<file path="config.mk">
export PLATFORM = sky130hd
export DESIGN_NAME = devolucion_cambio
export DESIGN_NICKNAME = d
export VERILOG_FILES = /design/src/rtl/devolucion_cambio.sv
export SDC_FILE = /design/constraint.sdc
export NUM_CORES = 1
export LEC_CHECK = 0
export CORE_UTILIZATION = 50
export CTS_CLUSTER_SIZE = 20
export DETAILED_ROUTE_END_ITERATION = 6
export PLACE_DENSITY = 0.73
export SLEW_MARGIN = 30
export SYNTH_ARGS = -nofsm -noshare
export SYNTH_HDL_FRONTEND = slang
export SYNTH_SLANG_ARGS = --single-unit
</file>
<file path="constraint.sdc">
create_clock -name clock -period 2.3 [get_ports clock]
set_clock_uncertainty 0.05 [all_clocks]
set_input_delay 0.345 -clock clock [delete_from_list [all_inputs] [get_ports clock]]
set_output_delay 0.345 -clock clock [all_outputs]
set_load 0.005 [all_outputs]
</file>
<file path="src/rtl/devolucion_cambio.sv">
// devolucion_cambio: pays out change as greedy 5/2/1 coins, one coin per
// req/ack handshake with the ejector, with coin spacing and timeout measured
// in 1 s tick pulses.
// Ports: clock, reseteo (sync, active-low), tick, start, amount[AMT_W],
//   eject_ack -> eject_req, coin_sel[2], remaining[AMT_W], busy, done, fault.
module devolucion_cambio #(
  parameter int AMT_W         = 4,
  parameter int GAP_TICKS     = 1,
  parameter int TIMEOUT_TICKS = 3
) (
  input  logic             clock,
  input  logic             reseteo,
  input  logic             tick,
  input  logic             start,
  input  logic [AMT_W-1:0] amount,
  input  logic             eject_ack,
  output logic             eject_req,
  output logic [1:0]       coin_sel,
  output logic [AMT_W-1:0] remaining,
  output logic             busy,
  output logic             done,
  output logic             fault
);

  localparam int MAXT =
    (GAP_TICKS > TIMEOUT_TICKS) ? GAP_TICKS : TIMEOUT_TICKS;
  // One spare count so the GAP sum (count + this edge's tick) never wraps.
  localparam int CNT_W = $clog2(MAXT + 2);

  typedef enum logic [2:0] {
    S_IDLE,
    S_SELECT,
    S_REQ,
    S_GAP,
    S_DONE,
    S_FAULT
  } state_t;

  state_t           r_state, w_state;
  logic             r_req, w_req;
  logic [1:0]       r_sel, w_sel;
  logic [AMT_W-1:0] r_rem, w_rem;
  logic             r_done, w_done;
  logic             r_fault, w_fault;
  logic             r_busy, w_busy;
  logic [CNT_W-1:0] r_cnt, w_cnt;
  logic [AMT_W-1:0] w_val;
  logic [CNT_W-1:0] w_gap_sum;

  always_ff @(posedge clock) begin
    if (!reseteo) begin
      r_state <= S_IDLE;
      r_req   <= 1'b0;
      r_sel   <= 2'b00;
      r_rem   <= '0;
      r_done  <= 1'b0;
      r_fault <= 1'b0;
      r_busy  <= 1'b0;
      r_cnt   <= '0;
    end else begin
      r_state <= w_state;
      r_req   <= w_req;
      r_sel   <= w_sel;
      r_rem   <= w_rem;
      r_done  <= w_done;
      r_fault <= w_fault;
      r_busy  <= w_busy;
      r_cnt   <= w_cnt;
    end
  end

  always_comb begin
    w_val = '0;
    unique case (r_sel)
      2'b11:   w_val = AMT_W'(5);
      2'b10:   w_val = AMT_W'(2);
      2'b01:   w_val = AMT_W'(1);
      default: w_val = '0;
    endcase
  end

  // Ticks seen in GAP including the one arriving on this edge.
  assign w_gap_sum = r_cnt + CNT_W'(tick);

  always_comb begin
    w_state = r_state;
    w_req   = r_req;
    w_sel   = r_sel;
    w_rem   = r_rem;
    w_done  = 1'b0;
    w_fault = r_fault;
    w_cnt   = r_cnt;
    unique case (r_state)
      S_IDLE: begin
        if (start) begin
          if (amount != '0) begin
            w_rem   = amount;
            w_state = S_SELECT;
          end else begin
            w_done = 1'b1;
          end
        end
      end
      S_SELECT: begin
        priority case (1'b1)
          (r_rem >= AMT_W'(5)): w_sel = 2'b11;
          (r_rem >= AMT_W'(2)): w_sel = 2'b10;
          default:              w_sel = 2'b01;
        endcase
        w_req   = 1'b1;
        w_cnt   = '0;
        w_state = S_REQ;
      end
      S_REQ: begin
        // Ack takes priority over a coincident timeout tick.
        if (eject_ack) begin
          w_rem   = r_rem - w_val;
          w_req   = 1'b0;
          w_sel   = 2'b00;
          w_cnt   = '0;
          w_state = S_GAP;
        end else if (tick) begin
          if (r_cnt == CNT_W'(TIMEOUT_TICKS - 1)) begin
            w_req   = 1'b0;
            w_sel   = 2'b00;
            w_fault = 1'b1;
            w_state = S_FAULT;
          end else begin
            w_cnt = r_cnt + CNT_W'(1);
          end
        end
      end
      S_GAP: begin
        if (tick && (r_cnt < CNT_W'(GAP_TICKS)))
          w_cnt = r_cnt + CNT_W'(1);
        if ((w_gap_sum >= CNT_W'(GAP_TICKS)) && !eject_ack) begin
          if (r_rem == '0) begin
            w_done  = 1'b1;
            w_state = S_DONE;
          end else begin
            w_state = S_SELECT;
          end
        end
      end
      S_DONE: begin
        w_state = S_IDLE;
      end
      S_FAULT: begin
        w_state = S_FAULT;
      end
      default: begin
        w_state = S_IDLE;
      end
    endcase
    w_busy = (w_state != S_IDLE) && (w_state != S_FAULT);
  end

  assign eject_req = r_req;
  assign coin_sel  = r_sel;
  assign remaining = r_rem;
  assign busy      = r_busy;
  assign done      = r_done;
  assign fault     = r_fault;

endmodule

</file>
**Run 1: metal 3**

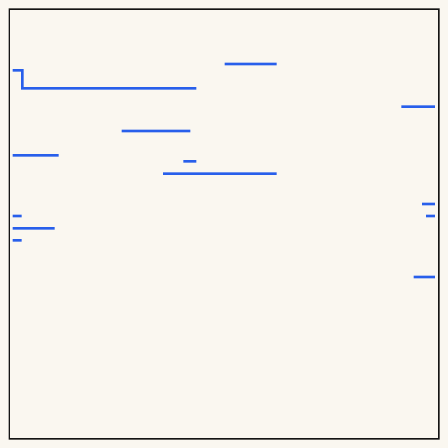
The layer carries 66.7 um of wire. 12 nets have wire on it. The layer holds 2.9% of the routed length. The wires run mostly horizontal.

**Run 1: sequential cells colored by netlist name**

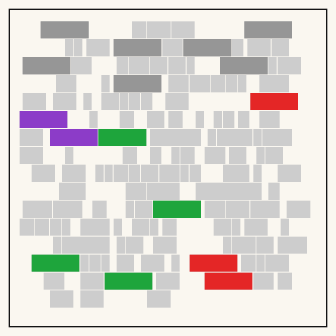
`coin_sel`: drawn in purple, sequential cells 2. `r_cnt`: drawn in red, sequential cells 3. `remaining`: drawn in green, sequential cells 4.

**Run 1: pin map**

Pins as bars across the die edge, other pins in gray.
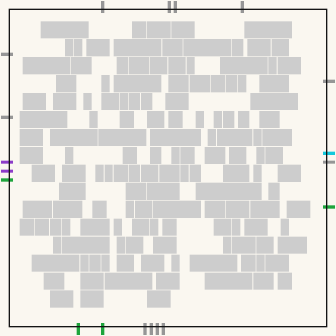
`remaining`: drawn in green, pins 4, direction output, edge 2 south, 1 east, 1 west. `coin_sel`: drawn in purple, pins 2, direction output, edge west. `tick`: drawn in cyan, pins 1, direction input, edge east.

==> results.txt, run 1 <==
Item: results of the latest flow run.

- The report lists the number of cells resized after CTS as 0.
- The static leakage is between 0.0005 and 0.0006 uW.
- Leaving out buffers and inverters, the combinational logic in the layout accounts for between 600 and 700 um^2.
- The width of the die is around 48 um.
- The script logs the mean routed wire length per placed instance as roughly 14 um.
- The die is 47.9 um tall.
- The share of synthesized cell area in and-or and or-and compound cells is between 20% and 30%.
- The script reports the combined buffer and inverter count of the critical path as 1.
- Per the layout report, the design carries between 150 and 200 filler cells.
- The standard cell with the maximum stage delay on the critical path is a2111oi_2.
- The worst IR drop on VDD is 342 uV.
- Counting the warning lines in the Yosys log gives 0.
- The worst reg2reg path depth is 7.
- The fraction of registers with async set or reset after synthesis is 0%.
- The via total after detailed routing is about 910.
- In this run the tool buffered the top-level ports with 18 buffer cells.
- The clock tree from TritonCTS is built.
- The path type of the worst min-delay path is flop to flop.
- The total wire length after detailed routing is 2280 um.
- Dividing total power by cell area gives a power density of ~560 mW/mm^2.
- Among the non-sequential cells, simple AND/OR/NAND/NOR gates take the most area.
- The area share of the largest cell type after synthesis is around 30%.
- Counting the buffers created by CTS gives 3.
- Counting tap cells, the placed design contains a total of approximately 160 instances.
- The time the final worst path needs with I/O delays and setup is between 2 and 2.5 ns.
- Per the final layout report, the fraction of cells sized above drive strength 1 comes to about a tenth.
- Setup repair after global routing left no endpoint under its margin.
- The multiplexer area fraction after synthesis is 4.76%.
- The simple-gate portion of the synthesized area is between 20% and 30%.
- Counting the inverters off the clock network in the layout gives 9.
- Ranked by instance count, the synthesized netlist is headed by nor2_1 (17), dfxtp_1 (16), inv_1 (9).
- The launch point of the critical path was reported as tick.
- The run finished with clean final reports.
- The synthesis stats list as the most numerous cell nor2_1.
- The tool flagged a number of max-cap violations equal to 0.
- The initial antenna violation count is 0.
- The insertion delay to the later sink of the worst-skew pair is 0.28 ns.
- The portion of the layout cell area used by non-clock buffers is 15.6%.
- Per the finish-stage timing summary, setup violations number 0.
- The actual slew at the worst max-slew pin is about 0.43 ns.
- The distinct cell type count of the synthesized netlist is 43.
- The depth of the critical timing path with buffers and inverters included is 8.
- The maximum operating frequency is approximately 500 MHz.
- Looking at the clock tree report, the H-tree level count equals 1.
- The worst endpoint required time is roughly 2.5 ns.
- When the netlist entered floorplanning its net count stood at ~140.
- Buffers inserted to repair hold after CTS numbered 0.
- According to the CTS report, the clock sink count is 16.
- The xor and xnor fraction of the mapped netlist area is 1.66%.
- Clock-pin slew was measured on the worst setup and hold paths at about 0.10 ns.
- After synthesis, the design contains approximately 120 cells according to Yosys.
- The number of well taps is 27.
- At the floorplan stage, the core utilization is reported as between 50% and 60%.
- For the worst reg-to-reg path, the startpoint reported by OpenROAD is r_cnt[0]$_SDFFE_PN0P_.
- The startpoint identified for the worst hold timing path is fault$_SDFFE_PN0P_.
- The total standard cell area after synthesis is roughly 0.0011 mm^2.
- The gate count of the mapped netlist is 121.
- The count of plain and timing-repair buffers in the layout is 21.
- The synthesized netlist has a Yosys-reported chip area of ~0.0011 mm^2.
- The multi-input gate share of the layout cell area is just over 50%.
- Among all flip-flop cells after synthesis, the most frequent one is dfxtp_1.
- STA classifies the critical path endpoint as a flop.
- The register area is 320 um^2.
- The timing report shows the most common cell along the critical path to be ha_1.
- Entering global routing, the biggest net connects 13 pins.
- Across the whole layout, storage elements make up between 20% and 30% of the cell area.
- After the flow finishes, the layout carries non-filler instances totaling 168.
- The portion of the layout cell area used by clock cells is between 2 and 3%.
- The cell accounting for the most synthesized area is dfxtp_1.
- The critical path goes through clkdlybuf4s50_1, ha_1, ha_1, xnor2_1, a2111oi_2, and2_1, o21ai_1, a21oi_1.
- The main area contributors are dfxtp_1 (30%), ha_1 (8.3%), nor2_1 (6.1%).
- The die area is between 0.002 and 0.0025 mm^2.
- The number of rows in the core area is 16.
- The critical path's largest stage delay is about 0.48 ns.
-- run 1: sequential cells by signal, indices dropped and copies added (netlist names) --
register and cells:
remaining 4, r_cnt 3, r_state 3, coin_sel 2, busy 1, done 1, eject_req 1, fault 1
-- run 1: path summary, 6_finish.rpt --
check | end | slack, ns
hold reg to reg | fault$_SDFFE_PN0P_ | 0.42
hold / removal | fault$_SDFFE_PN0P_ | 0.42
setup reg to reg | r_state[2]$_SDFF_PN0_ | 0.40
setup / recovery | r_state[2]$_SDFF_PN0_ | 0.27
-- run 1: layout by cell type (no fill, tap or decap), types with 2 or more instances in the layout --
cell type and instances:
buf_4 3, dfxtp_1 16, nor2_1 17, inv_1 9, nand2b_1 5, and2_1 2, a21oi_1 6, ha_1 7
clkdlybuf4s50_1 18, a32o_1 2, a211oi_1 4, nand2_1 7, clkbuf_4 3, nor2b_1 4, mux2i_1 5, o21ai_0 4
-- run 1: layer usage --
metal | share of wire (%) | up-vias | wire length, um | track usage [%]
met2 | 49 | 15 | 1100 | 38.1
met4 | 0.35 | 0 | 8 | 5.00
li1 | - | 470 | - | -
met1 | 48 | 422 | 1100 | 25.4
met5 | 0 | - | 0 | 0
met3 | 2.9 | 2 | 66 | 4.53
-- run 1: through the flow --
step | util (%) | cell area (um^2) | TNS [ns]
detailed placement | 64.5 | 1260 | -0.0224
finish | 66.3 | 1300 | 0
CTS | 66.3 | 1300 | 0
global route | 66.3 | 1300 | 0
floorplan | - | 1050 | 0
global placement | 64.5 | 1260 | 0
-- run 1: where the power goes --
group	switching [uW]	internal, uW	leakage [uW]
Sequential	29.9	299	0.000131
Combinational	99.3	118	0.000367
Clock	93.2	96.2	0.0000210
==> run 2: changes to the inputs <==
Settings changed: CAP_MARGIN set to 20, CTS_CLUSTER_SIZE 20 to unset.
==> run 2 against run 1 <==
  * Clock-buffer cell count stayed put
  * First-iteration DRC count stayed put
  * Largest cell class unchanged
  * Highest routed layer unchanged
  * Synthesized area stayed put
==> results.txt, run 2 <==
Item: results of the latest flow run.

- The top layer used by detailed routing is met4.
- Per the OpenROAD power report, switching power amounts to ~220 uW.
- The cell count listed in synth_stat.txt is 121.
- The area taken by sequential standard cells is reported as 320 um^2.
- The number of flip-flops under the largest register name is 4.
- The time the final worst path needs with I/O delays and setup is around 2.0 ns.
- In this run, CTS created clock tree buffers numbering 3.
- The timing report shows the most common cell along the critical path to be ha_1.
- For this block, the routed nets add up to approximately 2300 um of wire.
- The depth of the critical timing path with buffers and inverters included is 8.
- Of the total power, combinational logic draws between 20% and 30%.
- The flow ran to the end, and the final reports show no timing, DRC or antenna violations.
- In the final layout, the multi-input gates occupy 674 um^2.
- The most used logic cell in the final layout is clkdlybuf4s50_1.
- Ranked by total cell area, the synthesized netlist is headed by dfxtp_1 (30%), ha_1 (8.3%), nor2_1 (6.1%).
- Walking the worst path, the cells encountered are clkdlybuf4s50_1, ha_1, ha_1, xnor2_1, a2111oi_2, and2_1, o21ai_1, a21oi_1.
- At the pin with the least slew margin, the transition time is about 0.43 ns.
- Summed over all combinational cells, the power is about 220 uW.
- The primary flip-flop cell chosen by synthesis mapping is dfxtp_1.
- The sink count of the clock tree is 16.
- The number of rows in the core area is 16.
- The number of resized instances in the post-cts repair step is 0.
- The starting density of the core is a little over half.
- Yosys printed 0 warnings.
- Per the run summary, max-cap violations total 0.
- The initial antenna violation count is 0.
- The clock share of power is 25.8%.
- The type recorded for the worst min-delay path is flop to flop.
- The end-of-flow timing check tallies setup violations at 0.
- The synthesized netlist has a Yosys-reported chip area of between 0.001 and 0.0015 mm^2.
- In this run the worst setup path begins at tick.
- The power group with the highest consumption is registers.
- For this design the static power due to leakage is approximately 0.00052 uW.
- The routed layout has 909 vias.
- The nature of the critical path endpoint is a flop.
- At floorplan, the net count of the design was reported as 138.
- The largest individual stage delay along the critical path comes from the cell a2111oi_2.
- In the final routing, the length of wire on met1 measures approximately 1100 um.
- The filler cells instantiated in the layout total roughly 190.
- Setup repair after global routing left no endpoint under its margin.
- The largest net degree at the start of global routing is 13.
[run 2: cell counts in the layout (fill, tap and decap cells not counted)]
Identical to the previous run, type by type.
[run 2: metal layers]
layer  up-vias  global-route usage, %
met5         -                      0
met4         0                   5.00
met3         2                   4.53
met2        15                   38.1
met1       422                   25.4
li1        470                      -
[run 2: per-stage QoR]
stage          area, um^2  total power [uW]  setup slack (ns)  hold WS [ns]  cells
5_1_grt              1300               778             0.186         0.473    168
2_1_floorplan        1050               468             0.579         0.413    121
3_3_place_gp         1260               547            0.0654         0.407    164
6_report             1300               735             0.268         0.425    168
3_5_place_dp         1260               550           -0.0224         0.412    164
4_1_cts              1300               736             0.269         0.435    168
[run 2: logic make-up after synthesis]
kind of cell | after synthesis | synth area share (%)
xor+xnor | 2 | 1.66
mux | 5 | 4.76
simple gates | 47 | 24.0
fa+ha+maj | 8 | 10.2
buf+inv | 14 | 5.47
compound gates | 29 | 23.4
flops | 16 | 30.4
[run 2: how the worst min path moves through the flow]
stage | startpoint | to | depth (start not counted)
5_1_grt | eject_req$_SDFFE_PN0P_ | eject_req$_SDFFE_PN0P_ | 1
3_5_place_dp | fault$_SDFFE_PN0P_ | fault$_SDFFE_PN0P_ | 2
4_1_cts | fault$_SDFFE_PN0P_ | fault$_SDFFE_PN0P_ | 2
2_1_floorplan | fault$_SDFFE_PN0P_ | fault$_SDFFE_PN0P_ | 2
6_report | fault$_SDFFE_PN0P_ | fault$_SDFFE_PN0P_ | 2
3_3_place_gp | fault$_SDFFE_PN0P_ | fault$_SDFFE_PN0P_ | 2
[run 2: layout make-up]
type	count	share of cell area [%]
Timing Repair Buffer	21	15.6
Inverter	9	2.60
Tap cell	27	2.60
Sequential cell	16	24.6
Multi-Input combinational cell	91	51.8
Clock buffer	4	2.79
**Run 2: track usage over the die**

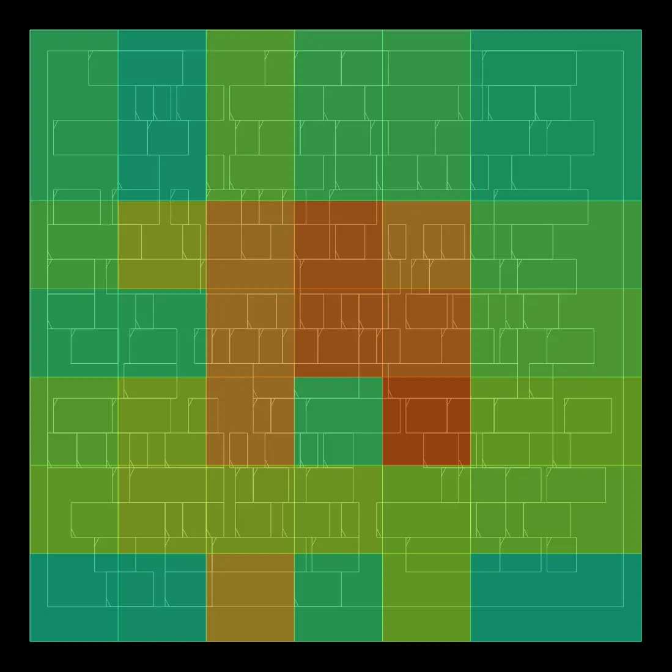
met1 Use GR: 25.4%
overall routing resource usage: 21.2%
routed wirelength normalized by instance count: 13.5 um
met3 global-route usage: 4.53%

**Run 2: pin map**

Pins as bars across the die edge, other pins in gray.
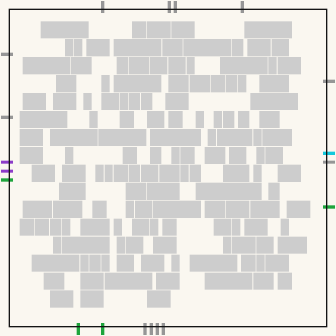
`tick`: drawn in cyan, pins 1, direction input, edge east. `coin_sel`: drawn in purple, pins 2, direction output, edge west. `remaining`: drawn in green, pins 4, direction output, edge 2 south, 1 east, 1 west.

==> run 3: changes to the inputs <==
Settings changed: CTS_CLUSTER_DIAMETER set to 100.
==> run 3 against run 2 <==
  * Via count stayed put
  * Clock power about the same
  * Combinational power hardly changed
  * Die area did not move
  * Global-route usage stayed put
  * Setup slack stayed put
  * Critical path type unchanged
  * Critical endpoint unchanged
  * Largest cell class unchanged
==> results.txt, run 3 <==
Item: results of the latest flow run.

- The flow ran to the end, and the final reports show no timing, DRC or antenna violations.
- The cell accounting for the most synthesized area is dfxtp_1.
- Per the synthesis report, the number of distinct cell types is ~43.
- The worst setup path is captured at a flop.
- The power report attributes to the combinational group a share of about 30%.
- The worst register-to-register path depth is 7.
- The power report attributes to the clock group a share of 25.8%.
- The actual slew at the worst max-slew pin is 0.431 ns.
- Setup repair after global routing left no endpoint under its margin.
- The post-synth register bit count is 16.
- The sequential cell fraction of total power is between 40% and 50%.
- The total standard cell area after synthesis is around 0.0011 mm^2.
- For reference, the top cells by area after synthesis are dfxtp_1 (30%), ha_1 (8.3%), nor2_1 (6.1%).
- Per the final report, max-transition violations number 0.
- After routing the design area is about 0.0013 mm^2.
- The worst-case register-to-register setup slack is roughly 0.40 ns.
- The worst endpoint required time is between 2 and 2.5 ns.
- The buffers inserted during post-CTS setup optimization is 0.
- Ranked by instance count, the synthesized netlist is headed by nor2_1 (17), dfxtp_1 (16), inv_1 (9).
- STA puts the critical path data arrival time at 2.20 ns.
- The cell count listed in synth_stat.txt is 121.
- The worst register-to-register path begins at r_cnt[0]$_SDFFE_PN0P_.
- The area of the synthesized netlist per yosys stat is roughly 0.0011 mm^2.
- Summing all multiplexer cells gives an area fraction of ~4.8%.
- The skew report gives the latency at the later pin of the worst-skew pair as roughly 0.28 ns.
- The critical path's largest stage delay is around 0.48 ns.
- The number of maximum-capacitance violations recorded for the run is 0.
- The final layout reports a setup TNS of 0 ns.
- The static leakage is between 0.0005 and 0.0006 uW.
- The final cell count without fillers is 168.
- STA shows the worst min-delay path finishing at fault$_SDFFE_PN0P_.
- The capture instance of the worst register-to-register path is r_state[2]$_SDFF_PN0_.
- The net switching fraction of the power is a little under a third.
- After detailed placement, the design holds a cell count of 164.
- Once placement finished, the instance area stood at between 0.001 and 0.0015 mm^2.
- In the layout the commonest cells are clkdlybuf4s50_1 (18), nor2_1 (17), dfxtp_1 (16), inv_1 (9).
- In this run the VDD rail shows a maximum IR drop of between 300 and 400 uV.
- The path type of the worst min-delay path is flop to flop.
- For this design, the CTS-stage hold fixing added 0 buffers.
- The initial detailed-routing violation count is 24.
- Once the clock tree was built, the resizer swapped 0 gates to a different size.
- The count of endpoints failing setup in the final report is 0.
- The total wire length after detailed routing is between 2000 and 2500 um.
- The clock buffer count from CTS is 3.
- The largest net degree at the start of global routing is 13.
- The overall track demand over capacity in global routing is between 20% and 30%.
- Across all hold checks on the routed design, the worst slack comes to roughly 0.42 ns.
- Counting both buffers and inverters, the worst setup path holds a total of 1.
- The synthesized netlist net count is around 140.
- The area added between synthesis and finish is 23.7%.
- The xor and xnor fraction of the mapped netlist area is under 10%.
- Cells with a size suffix above 1 make up under 10% of the layout.
- The tally of filler cells in the layout is between 150 and 200.
- The STA report counts the stages on the worst setup path as 8.
- The starting density of the core is a little over half.
- The worst path in the final design needs a cycle of 2.03 ns, including I/O delays and setup.
- Yosys shows that the main logic family after synthesis is simple AND/OR/NAND/NOR gates.
- The via total after detailed routing is a little over 900.
- The most used flip-flop cell after synthesis is dfxtp_1.
- For reference, simple AND, OR, NAND and NOR cells occupy between 20% and 30% of the area reported after synthesis.
- The maximum operating frequency is roughly 500 MHz.
- Summed over all nets, the switching power comes to 222 uW.
- The register with the most flip-flops in the layout has 4 of them.
- In the post-route analysis, the smallest setup slack over all paths is 0.268 ns.
- For met1 alone, demand over resource in global routing was around 25%.
- Of all flip-flops after synthesis, the portion carrying an async set or reset was 0%.
- The met3 routing resource usage after global routing is 4.53%.
- The cell chosen for the clock root is clkbuf_4.
- TritonCTS built the clock tree.
- STA on the placed design reports a worst setup slack of -0.0224 ns.
- The die area is roughly 0.0023 mm^2.
- For reference, compound AND-OR and OR-AND cells occupy 23.4% of the area reported after synthesis.
- The standard cell with the maximum stage delay on the critical path is a2111oi_2.
- The leading cell type by number of instances after synthesis is nor2_1.
- The floorplan has 16 rows.
- The power after layout is 735 uW.
- The sink count of the clock tree is 16.
- For the worst min-delay path, the startpoint reported by OpenROAD is fault$_SDFFE_PN0P_.
- The critical path goes through clkdlybuf4s50_1, ha_1, ha_1, xnor2_1, a2111oi_2, and2_1, o21ai_1, a21oi_1.
- The average wire per cell in the routed design is ~14 um.
- Total power normalized to cell area comes to between 500 and 600 mW/mm^2.
- The share of synthesized area in the top cell type comes to between 30% and 40%.
- The number of H-tree levels is 1.
- The top cell type in the final layout, fill and taps aside, is clkdlybuf4s50_1.
- Summing the areas of all fa, ha and maj instances in the mapped netlist gives about a tenth of the synthesized area.
- The critical path's most frequent cell is ha_1.
run 3: cell counts after synthesis:
Identical to the previous run, type by type.
run 3: layout make-up:
class	count	area, um^2	share of cell area [%]
clock buffer	4	36.3	2.79
tap	27	33.8	2.60
multi-input combinational	91	674	51.8
inverter	9	33.8	2.60
timing repair buffer	21	203	15.6
sequential	16	320	24.6
run 3: how the worst max path moves through the flow:
stage	start	endpoint
global route	tick	r_state[2]$_SDFF_PN0_
CTS	tick	r_state[2]$_SDFF_PN0_
floorplan	tick	r_state[2]$_SDFF_PN0_
detailed placement	tick	r_state[2]$_SDFF_PN0_
finish	tick	r_state[2]$_SDFF_PN0_
global placement	tick	r_state[2]$_SDFF_PN0_
run 3: power groups by stage:
| stage | Sequential, uW | Clock (uW) | Combinational, uW |
|---|---|---|---|
| 2_1_floorplan | 323 | 0 | 146 |
| 3_3_place_gp | 334 | 0 | 213 |
| 3_5_place_dp | 334 | 0 | 216 |
| 4_1_cts | 329 | 189 | 218 |
| 5_1_grt | 333 | 208 | 238 |
| 6_report | 328 | 189 | 217 |
run 3: worst reg2reg max path, delay by kind of cell, from the launching register on:
kind	cells	cell delay, ns
AOI/OAI and AO/OA	3	0.68
adders and majority gates	2	0.40
DFF	1	0.38
and+or+nand+nor	1	0.18
xor gates and xnor gates	1	0.15
run 3: layer usage:
| metal | part of all wire [%] | up-vias |
|---|---|---|
| li1 | - | 470 |
| met1 | 48 | 422 |
| met2 | 49 | 15 |
| met3 | 2.9 | 2 |
| met4 | 0.35 | 0 |
| met5 | 0 | - |
**Run 3: track usage over the die**

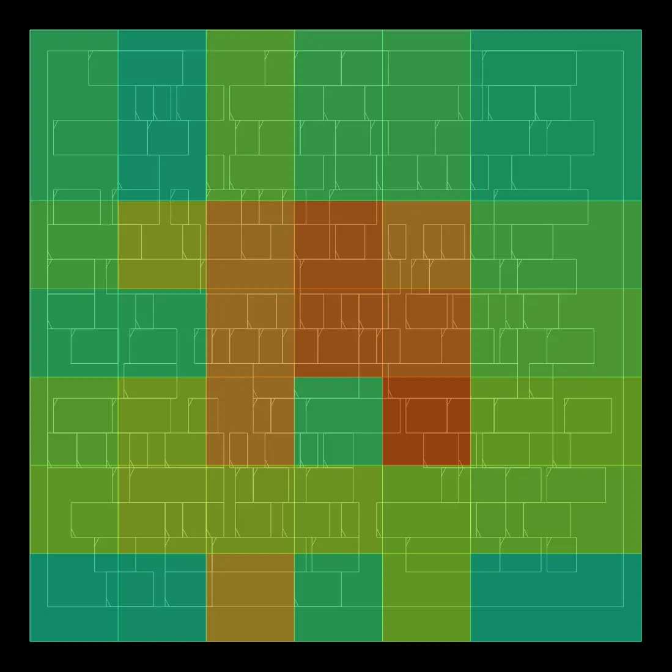
grt met2 use: 38.1%
fin util: 66.3%
most used routing layer in global routing: met2

**Run 3: pin map**

Pins as bars across the die edge, other pins in gray.
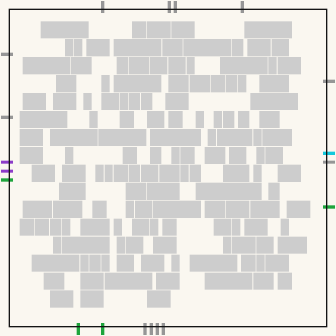
`remaining`: drawn in green, pins 4, direction output, edge 2 south, 1 east, 1 west. `tick`: drawn in cyan, pins 1, direction input, edge east. `coin_sel`: drawn in purple, pins 2, direction output, edge west.
x dimension of the die: 47.9 um
IO buf count: 18
die height: 47.9 um

Power and IR drop assume default switching activity.
